===== src/rtl/friscv_inst_prefetch_if.sv =====
// Core fetch port and instruction RAM port of the prefetcher, bundled as one interface.
// master: the prefetcher side; slave: the core/RAM environment side.
interface friscv_inst_prefetch_if #(
    parameter int XLEN  = 32,
    parameter int ADDRW = 16
);
    logic             cpu_en;
    logic [ADDRW-1:0] cpu_addr;
    logic [XLEN-1:0]  cpu_rdata;
    logic             cpu_ready;
    logic             mem_en;
    logic [ADDRW-1:0] mem_addr;
    logic [XLEN-1:0]  mem_rdata;

    modport master (
        input  cpu_en, cpu_addr, mem_rdata,
        output cpu_rdata, cpu_ready, mem_en, mem_addr
    );

    modport slave (
        output cpu_en, cpu_addr, mem_rdata,
        input  cpu_rdata, cpu_ready, mem_en, mem_addr
    );
endinterface


===== src/rtl/friscv_inst_prefetch.sv =====
// Sequential instruction prefetcher: a DEPTH-word FIFO streamed from a 1-cycle-latency RAM.
// Define PREFETCH_BYPASS_EN to forward the in-flight RAM word on a miss (one cycle less latency).
module friscv_inst_prefetch #(
    parameter int XLEN  = 32,
    parameter int ADDRW = 16,
    parameter int DEPTH = 4
) (
    input logic                    aclk,
    input logic                    srst,
    friscv_inst_prefetch_if.master bus
);

    localparam int PW = $clog2(DEPTH);
    localparam int CW = PW + 1;

    typedef enum logic {IDLE, STREAM} state_t;

    state_t           state, state_nxt;
    logic [XLEN-1:0]  fifo [DEPTH];
    logic [PW-1:0]    rd_ptr, wr_ptr;
    logic [CW-1:0]    count, occ;
    logic             pending;
    logic [ADDRW-1:0] head_addr, fetch_addr;
    logic [XLEN-1:0]  last_rdata, rdata_now;
    logic             hit, miss, bypass, issue, push, addr_match;

    assign occ        = count + CW'(pending);
    assign addr_match = (bus.cpu_addr == head_addr);

    always_ff @(posedge aclk) begin
        if (srst) state <= IDLE;
        else      state <= state_nxt;
    end

    // With an empty FIFO, head_addr names the word still on its way, so a
    // request for it waits instead of re-missing.
    always_comb begin
        state_nxt = state;
        hit       = 1'b0;
        miss      = 1'b0;
        bypass    = 1'b0;
        issue     = 1'b0;
        case (state)
            IDLE: begin
                if (bus.cpu_en) begin
                    miss      = 1'b1;
                    state_nxt = STREAM;
                end
            end
            STREAM: begin
                if (bus.cpu_en && addr_match && count != '0) hit = 1'b1;
`ifdef PREFETCH_BYPASS_EN
                else if (bus.cpu_en && addr_match && pending) bypass = 1'b1;
`endif
                else if (bus.cpu_en && !addr_match) miss = 1'b1;
                issue = !miss && (occ < CW'(DEPTH));
            end
            default: state_nxt = IDLE;
        endcase
        if (srst) begin
            state_nxt = IDLE;
            hit       = 1'b0;
            miss      = 1'b0;
            bypass    = 1'b0;
            issue     = 1'b0;
        end
    end

    // A response arriving in a miss cycle belongs to the flushed stream and is dropped.
    assign push = pending && !miss && !bypass && !srst;

`ifdef PREFETCH_BYPASS_EN
    assign rdata_now = bypass ? bus.mem_rdata : fifo[rd_ptr];
`else
    assign rdata_now = fifo[rd_ptr];
`endif

    assign bus.cpu_ready = hit | bypass;
    assign bus.cpu_rdata = srst ? '0 : (bus.cpu_ready ? rdata_now : last_rdata);
    assign bus.mem_en    = issue;
    assign bus.mem_addr  = srst ? '0 : fetch_addr;

    always_ff @(posedge aclk) begin
        if (push) fifo[wr_ptr] <= bus.mem_rdata;
    end

    always_ff @(posedge aclk) begin
        if (srst) begin
            rd_ptr     <= '0;
            wr_ptr     <= '0;
            count      <= '0;
            pending    <= 1'b0;
            head_addr  <= '0;
            fetch_addr <= '0;
            last_rdata <= '0;
        end else begin
            pending <= issue;
            if (bus.cpu_ready) last_rdata <= rdata_now;
            if (miss) begin
                rd_ptr     <= '0;
                wr_ptr     <= '0;
                count      <= '0;
                head_addr  <= bus.cpu_addr;
                fetch_addr <= bus.cpu_addr;
            end else begin
                if (issue)        fetch_addr <= fetch_addr + ADDRW'(4);
                if (push)         wr_ptr     <= wr_ptr + PW'(1);
                if (hit)          rd_ptr     <= rd_ptr + PW'(1);
                if (hit | bypass) head_addr  <= head_addr + ADDRW'(4);
                count <= count + CW'(push) - CW'(hit);
            end
        end
    end

endmodule


===== src/flat_wrapper.sv =====
// flat-port wrapper written by rule: the top's interface ports become plain ports
module friscv_inst_prefetch_flat 
#(
    parameter int XLEN  = 32,
    parameter int ADDRW = 16,
    parameter int DEPTH = 4
)
  (aclk, srst, bus_cpu_en, bus_cpu_addr, bus_mem_rdata, bus_cpu_rdata, bus_cpu_ready, bus_mem_en, bus_mem_addr);
  friscv_inst_prefetch_if #(.XLEN(XLEN), .ADDRW(ADDRW)) bus_i ();
  input logic aclk;
  input logic srst;
  input wire logic [$bits(bus_i.cpu_en)-1:0] bus_cpu_en;
  input wire logic [$bits(bus_i.cpu_addr)-1:0] bus_cpu_addr;
  input wire logic [$bits(bus_i.mem_rdata)-1:0] bus_mem_rdata;
  output wire logic [$bits(bus_i.cpu_rdata)-1:0] bus_cpu_rdata;
  output wire logic [$bits(bus_i.cpu_ready)-1:0] bus_cpu_ready;
  output wire logic [$bits(bus_i.mem_en)-1:0] bus_mem_en;
  output wire logic [$bits(bus_i.mem_addr)-1:0] bus_mem_addr;
  assign bus_i.cpu_en = bus_cpu_en;
  assign bus_i.cpu_addr = bus_cpu_addr;
  assign bus_i.mem_rdata = bus_mem_rdata;
  assign bus_cpu_rdata = bus_i.cpu_rdata;
  assign bus_cpu_ready = bus_i.cpu_ready;
  assign bus_mem_en = bus_i.mem_en;
  assign bus_mem_addr = bus_i.mem_addr;
  friscv_inst_prefetch #(.XLEN(XLEN), .ADDRW(ADDRW), .DEPTH(DEPTH)) u_core (.aclk(aclk), .srst(srst), .bus(bus_i));
endmodule

===== config.mk =====
export PLATFORM = sky130hd
export DESIGN_NAME = friscv_inst_prefetch_flat
export DESIGN_NICKNAME = d
export VERILOG_FILES = /design/src/rtl/friscv_inst_prefetch_if.sv /design/src/rtl/friscv_inst_prefetch.sv /design/src/flat_wrapper.sv
export SDC_FILE = /design/constraint.sdc
export NUM_CORES = 1
export LEC_CHECK = 0
export CAP_MARGIN = 10
export CELL_PAD_IN_SITES_DETAIL_PLACEMENT = 0
export CELL_PAD_IN_SITES_GLOBAL_PLACEMENT = 2
export CORE_ASPECT_RATIO = 0.6
export CORE_MARGIN = 2
export CORE_UTILIZATION = 39
export DETAILED_ROUTE_END_ITERATION = 10
export GPL_TIMING_DRIVEN = 0
export PLACE_DENSITY = 0.85
export SLEW_MARGIN = 25
export SYNTH_ARGS = -nofsm -noshare
export SYNTH_HDL_FRONTEND = slang
export SYNTH_SLANG_ARGS = --single-unit

===== constraint.sdc =====
create_clock -name aclk -period 3.7 [get_ports aclk]
set_input_delay 0.555 -clock aclk [delete_from_list [all_inputs] [get_ports aclk]]
set_output_delay 0.555 -clock aclk [all_outputs]
set_load 0.005 [all_outputs]

==> results.yml, run 1 <==
# flow metrics
status:
  status: "completed"
global_route:
  grt_pass1_vias: 5255
  grt_pass1_wl_um: 30300
  met1_usage_pct: 27.8
  grt_max_degree: 25
sta:
  setup_ws_ns: 0.119
  worstMarginPinSlew_ns: 0.731
  hold_slack_ns: 0.379
  fin_worst_skew_ns: 0.00843
  finalHoldViolCount: 0
  period_used_pct: 96.8
  layout_min_cycle_time_ns: 3.58
  final-setup-viol-count: 0
  rsz0062_at_grt: "false"
layout:
  n_antenna_cell: 0
  clkbuf_count: 25
  bufAreaShareNonClock_pct: 13.1
  comb_area_sq_um: 2730
  reg.largest.list: "u_core.fifo: 128 flops, u_core.last_rdata: 32 flops"
  ff_count: 203
  largest_reg_flops: 128
  fin_area_sq_um: 10600
  fillers: 1682
  logic_gate_count: 311
  n_all_inverters: 15
  fin_nets: 755
  mostFrequentLayoutCells: "edfxtp_1, clkdlybuf4s50_1, dfxtp_1, nor2_1, a22o_1"
logic_synthesis:
  simple_gate_share_pct: 9.37
  top_cells_by_count: "edfxtp_1, dfxtp_1, a22o_1"
  ys_sh_aoi_pct: 9.41
  ys_seq_share_pct: 65.7
  synth-seq-cells: 203
  synth_top_cell_by_count: "edfxtp_1"
  yosys_warnings: 0
  ys_types: 54
  avgSynthCellArea_sq_um: 14.6
  ff_type: "edfxtp_1"
  netlist_area_sq_um: 8140
setup_path:
  reg2reg_slack_ns: 0.25
  cp-endpoint: "bus_cpu_rdata[12]"
  path_class: "input port to output port"
  critPathTopFamily: "buffers and inverters"
  worstPathArrival_ns: 3.03
  crit_path_start_kind: "input port"
  cpPeakStageDelay_ns: 0.52
  cp-end-kind: "output port"
  crit_top_cell: "clkdlybuf4s50_1"
  cp.depth: 9
  crit_chain: "clkdlybuf4s50_1 -> xor2_1 -> nor4_2 -> and4_1 -> buf_6 -> a31oi_4 -> buf_8 -> a22o_1 -> clkdlybuf4s50_1"
  worstPathRequired_ns: 3.14
  timing.rr.end: "u_core.fifo[3][21]"
  worstReg2RegStart: "u_core.head_addr[7]"
power:
  internal_power_w: 0.00387
  swShare_pct: 20.4
  p_total_w: 0.00486
  power_leader: "registers"
  leakage_nw: 3.79
  comb-power_w: 0.000246
  clkPwrFrac_pct: 44.3
  pwr.group.clock_w: 0.00216
  pwr-share-seq_pct: 50.6
  vdd_ir_drop_max_uv: 282
drt:
  dr.pass1.iters: 6
  routedWlPerCell_um: 20.1
  wirelength_um: 19700
  drc: 0
  drt_iter0_markers: 553
  wl_met2_um: 8650
cts:
  numCtsBuffers: 20
  clk_pin_slew_ns: 0.07
  cts_resized: 27
  cts_max_path_buffers: 3
  cts_tree: "yes"
  root_buffer: "clkbuf_16"
hold_path:
  min_to: "u_core.head_addr[0]"
  min-delay-start: "bus_cpu_addr[0]"
  worstHoldPathCells: 2
floorplanning:
  tapCellCount: 273
  num_io_pins: 101
placed_design:
  dpl_worst_slack_ns: -1.03
  post-place-cells: 935
job:
  maxCapViolCount: 0
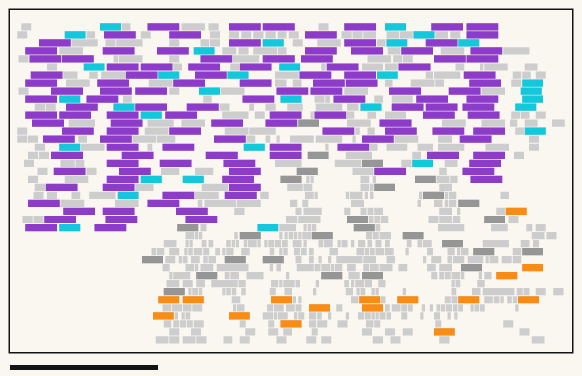
(run_1/ff_map.png)
Scale bar: 50 um. Other sequential cells in the stronger gray, the rest of the logic in the fainter gray.
Key: u_core.fifo = purple [placed flops 128]; u_core.fetch_addr = orange [placed flops 16]; u_core.last_rdata = cyan [placed flops 32]
Core Util, Final: 52.3%
register area: 5350 sq um
Flop+latch power: 0.00246 W
sequential cell area share: 50.6%

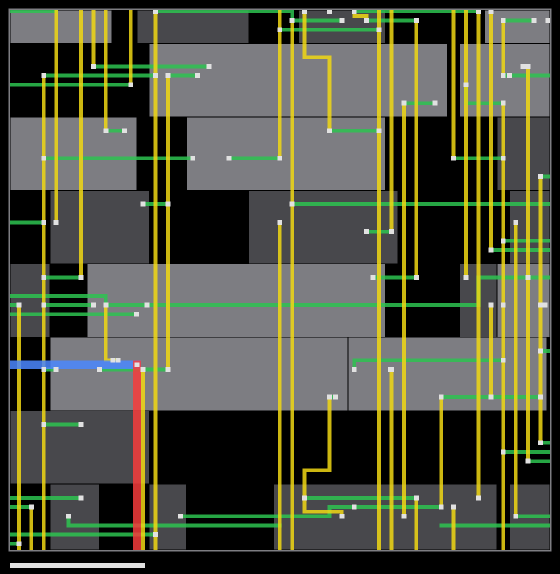
(run_1/closeup.png)
Scale bar: 5 um. Window x 85 to 105, y 71 to 91 um. Cells in gray, sequential cells in the stronger gray; small squares are vias.
Key: M4 = red; M2 = yellow; M3 = blue; M1 = green
Netlist names of flops here include u_core.fifo (3), u_core.last_rdata (1). Most frequent: edfxtp_1 (3). 13 logic cells have their middle in the window. Sequential cells in the window: 5.

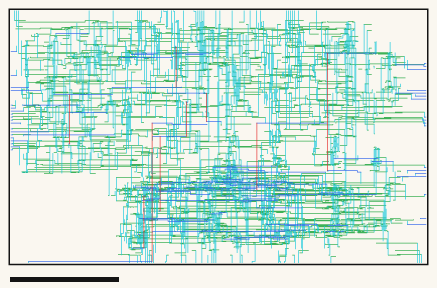
(run_1/layers.png)
Scale bar: 50 um.
Key: M2 = cyan [wire length 8650 um]; M3 = blue [wire length 1510 um]; M1 = green [wire length 9290 um]; M4 = red [wire length 275 um]

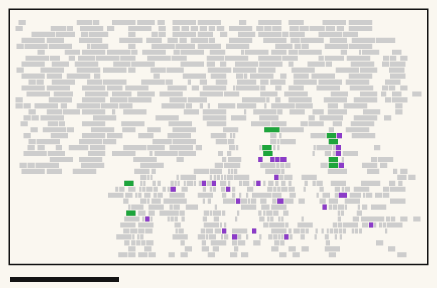
(run_1/gates.png)
Scale bar: 50 um.
Key: fa/ha/maj cells = green [cells 9, most used ha_1]; and/or cells = purple [cells 24, most used or3_1]
Non-Filler Instances: 981
combinational share of cell area: 25.8%
most instantiated logic cell after routing: edfxtp_1

==> run_1/congestion_map.png <==
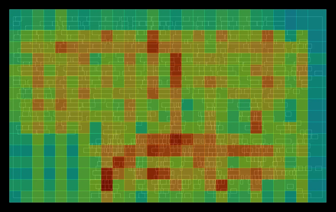

==> run 1 -> run 2 <==
CAP_MARGIN = 30   (was 10)
HOLD_SLACK_MARGIN = 0.1   (was not set)
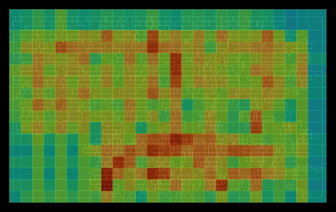
(run_2/congestion_map.png)
Routed WL per cell: 20.1 um
Core Util, Final: 52.3%
GR met1 Demand/Resource: 27.8%

==> results.yml, run 2 <==
# flow metrics
setup_path:
  cp.depth: 9
  path_class: "input port to output port"
  worstPathArrival_ns: 3.03
  timing.rr.end: "u_core.fifo[3][21]"
  worstReg2RegStart: "u_core.head_addr[7]"
  cpPeakStageDelay_ns: 0.52
  worstPathRequired_ns: 3.14
power:
  p_total_w: 0.00487
  pwr.group.clock_w: 0.00216
  comb-power_w: 0.000245
  clkPwrFrac_pct: 44.4
  pwr-share-seq_pct: 50.6
sta:
  worstMarginPinSlew_ns: 0.731
  fin_worst_skew_ns: 0.00853
  setup_ws_ns: 0.112
  rsz0062_at_grt: "false"
  layout_min_cycle_time_ns: 3.59
drt:
  drc: 0
  wl_met2_um: 8650
placed_design:
  dpl_worst_slack_ns: -1.03
  post-place-cells: 935
global_route:
  grt_pass1_wl_um: 30300
layout:
  ff_count: 203
  bufAreaShareNonClock_pct: 13.2
  clkbuf_count: 25
  logic_gate_count: 311
  sh_seq_area_pct: 50.5
  fin_area_sq_um: 10600
  fin_nets: 756
cts:
  numCtsBuffers: 20
  cts_tree: "yes"
  cts_resized: 27
logic_synthesis:
  ff_type: "edfxtp_1"
  ys_types: 54
  synth-seq-cells: 203
  synth_top_cell_by_count: "edfxtp_1"
  ys_sh_aoi_pct: 9.41
hold_path:
  min_to: "u_core.head_addr[0]"
  min-delay-start: "bus_cpu_addr[0]"
status:
  status: "completed"
==> run_2/ff_map.png <==
Scale bar: 50 um. Other sequential cells in the stronger gray, the rest of the logic in the fainter gray.
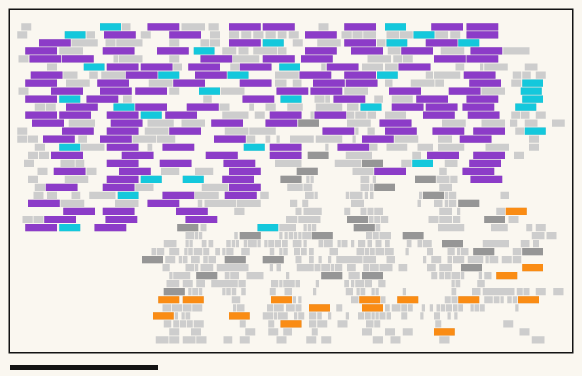

==> run 2 -> run 3 <==
CORE_ASPECT_RATIO = 1.4   (was 0.6)
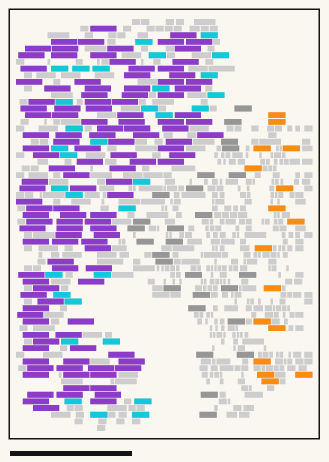
(run_3/ff_map.png)
Scale bar: 50 um. Other sequential cells in the stronger gray, the rest of the logic in the fainter gray.
Key: u_core.fifo = purple [placed flops 128]; u_core.fetch_addr = orange [placed flops 16]; u_core.last_rdata = cyan [placed flops 32]
sequential cell area share: 50.7%
Core Util, Final: 51.5%

==> results.yml, run 3 <==
# flow metrics
layout:
  fin_nets: 758
  fin_area_sq_um: 10600
  bufAreaShareNonClock_pct: 13.5
  area_delta_synth_final_pct: 29.7
  ff_count: 203
  logic_gate_count: 311
  largest_class: "registers"
  clkbuf_count: 28
  mostFrequentLayoutCells: "edfxtp_1, clkdlybuf4s50_1, dfxtp_1, nor2_1, a22o_1"
  comb_area_share_pct: 25.8
  drive_gt1_share_pct: 16.7
  reg.largest.list: "u_core.fifo: 128 flops, u_core.last_rdata: 32 flops"
logic_synthesis:
  top_cell_area_share_pct: 47.2
  ys_seq_share_pct: 65.7
  syn_nets: 618
  synth_top_cell_by_count: "edfxtp_1"
  synth-seq-cells: 203
  top_cells_by_count: "edfxtp_1, dfxtp_1, a22o_1"
  edf_count: 128
  ys_types: 54
  ff_type: "edfxtp_1"
  async_flop_share_pct: 0
  ys_sh_aoi_pct: 9.41
  synthAdderAreaFrac_pct: 1.48
sta:
  max_freq_ghz: 0.272
  tns_ns: 0
  layout_min_cycle_time_ns: 3.67
  hold_slack_ns: 0.391
  setup_ws_ns: 0.0270
  worstMarginPinSlew_ns: 0.962
  fin_worst_skew_ns: 0.00962
cts:
  clock_sinks: 203
  numCtsBuffers: 21
  cts-hold-fix-buffers: 0
  cts_tree: "yes"
  cts_resized: 26
setup_path:
  worstPathMaxFanout: 5
  cp.depth: 11
  worstReg2RegStart: "u_core.head_addr[10]"
  worstPathRequired_ns: 3.14
  path_class: "input port to output port"
  worstPathArrival_ns: 3.12
  cpPeakStageDelay_ns: 0.50
  timing.rr.end: "u_core.count[2]"
global_route:
  top_usage_layer: "met2"
  grt_pass1_vias: 5537
  met1_usage_pct: 20.7
  grt_pass1_wl_um: 30100
  met3_usage_pct: 3.00
  gr-usage-met2_pct: 31.2
  antenna_found_initial: 0
power:
  clkPwrFrac_pct: 43.3
  swShare_pct: 21.2
  pwr-share-seq_pct: 51.5
  p_total_w: 0.00478
  internal_power_w: 0.00376
  pwr-share-comb_pct: 5.2
  pwr.group.clock_w: 0.00207
  comb-power_w: 0.000247
hold_path:
  min-delay-start: "bus_cpu_addr[1]"
  worstHoldPathCells: 2
  min_to: "u_core.fetch_addr[1]"
floorplanning:
  chipArea_sq_um: 22000
  chipHeight_um: 175
  core_area_sq_um: 20500
placed_design:
  dpl_worst_slack_ns: -1.24
  post-place-cells: 918
  postPlaceCellArea_sq_um: 9570
  place.gp.congestion: 0.940
  dp_hpwl_um: 12900
drt:
  dr.pass1.iters: 4
  wl_met1_um: 7770
  drc: 0
  num_vias: 5353
  top_layer: "met4"
  wl_met2_um: 9750
  routedWlPerCell_um: 19.9
status:
  status: "completed"
Power is estimated from default activity; no workload was simulated.
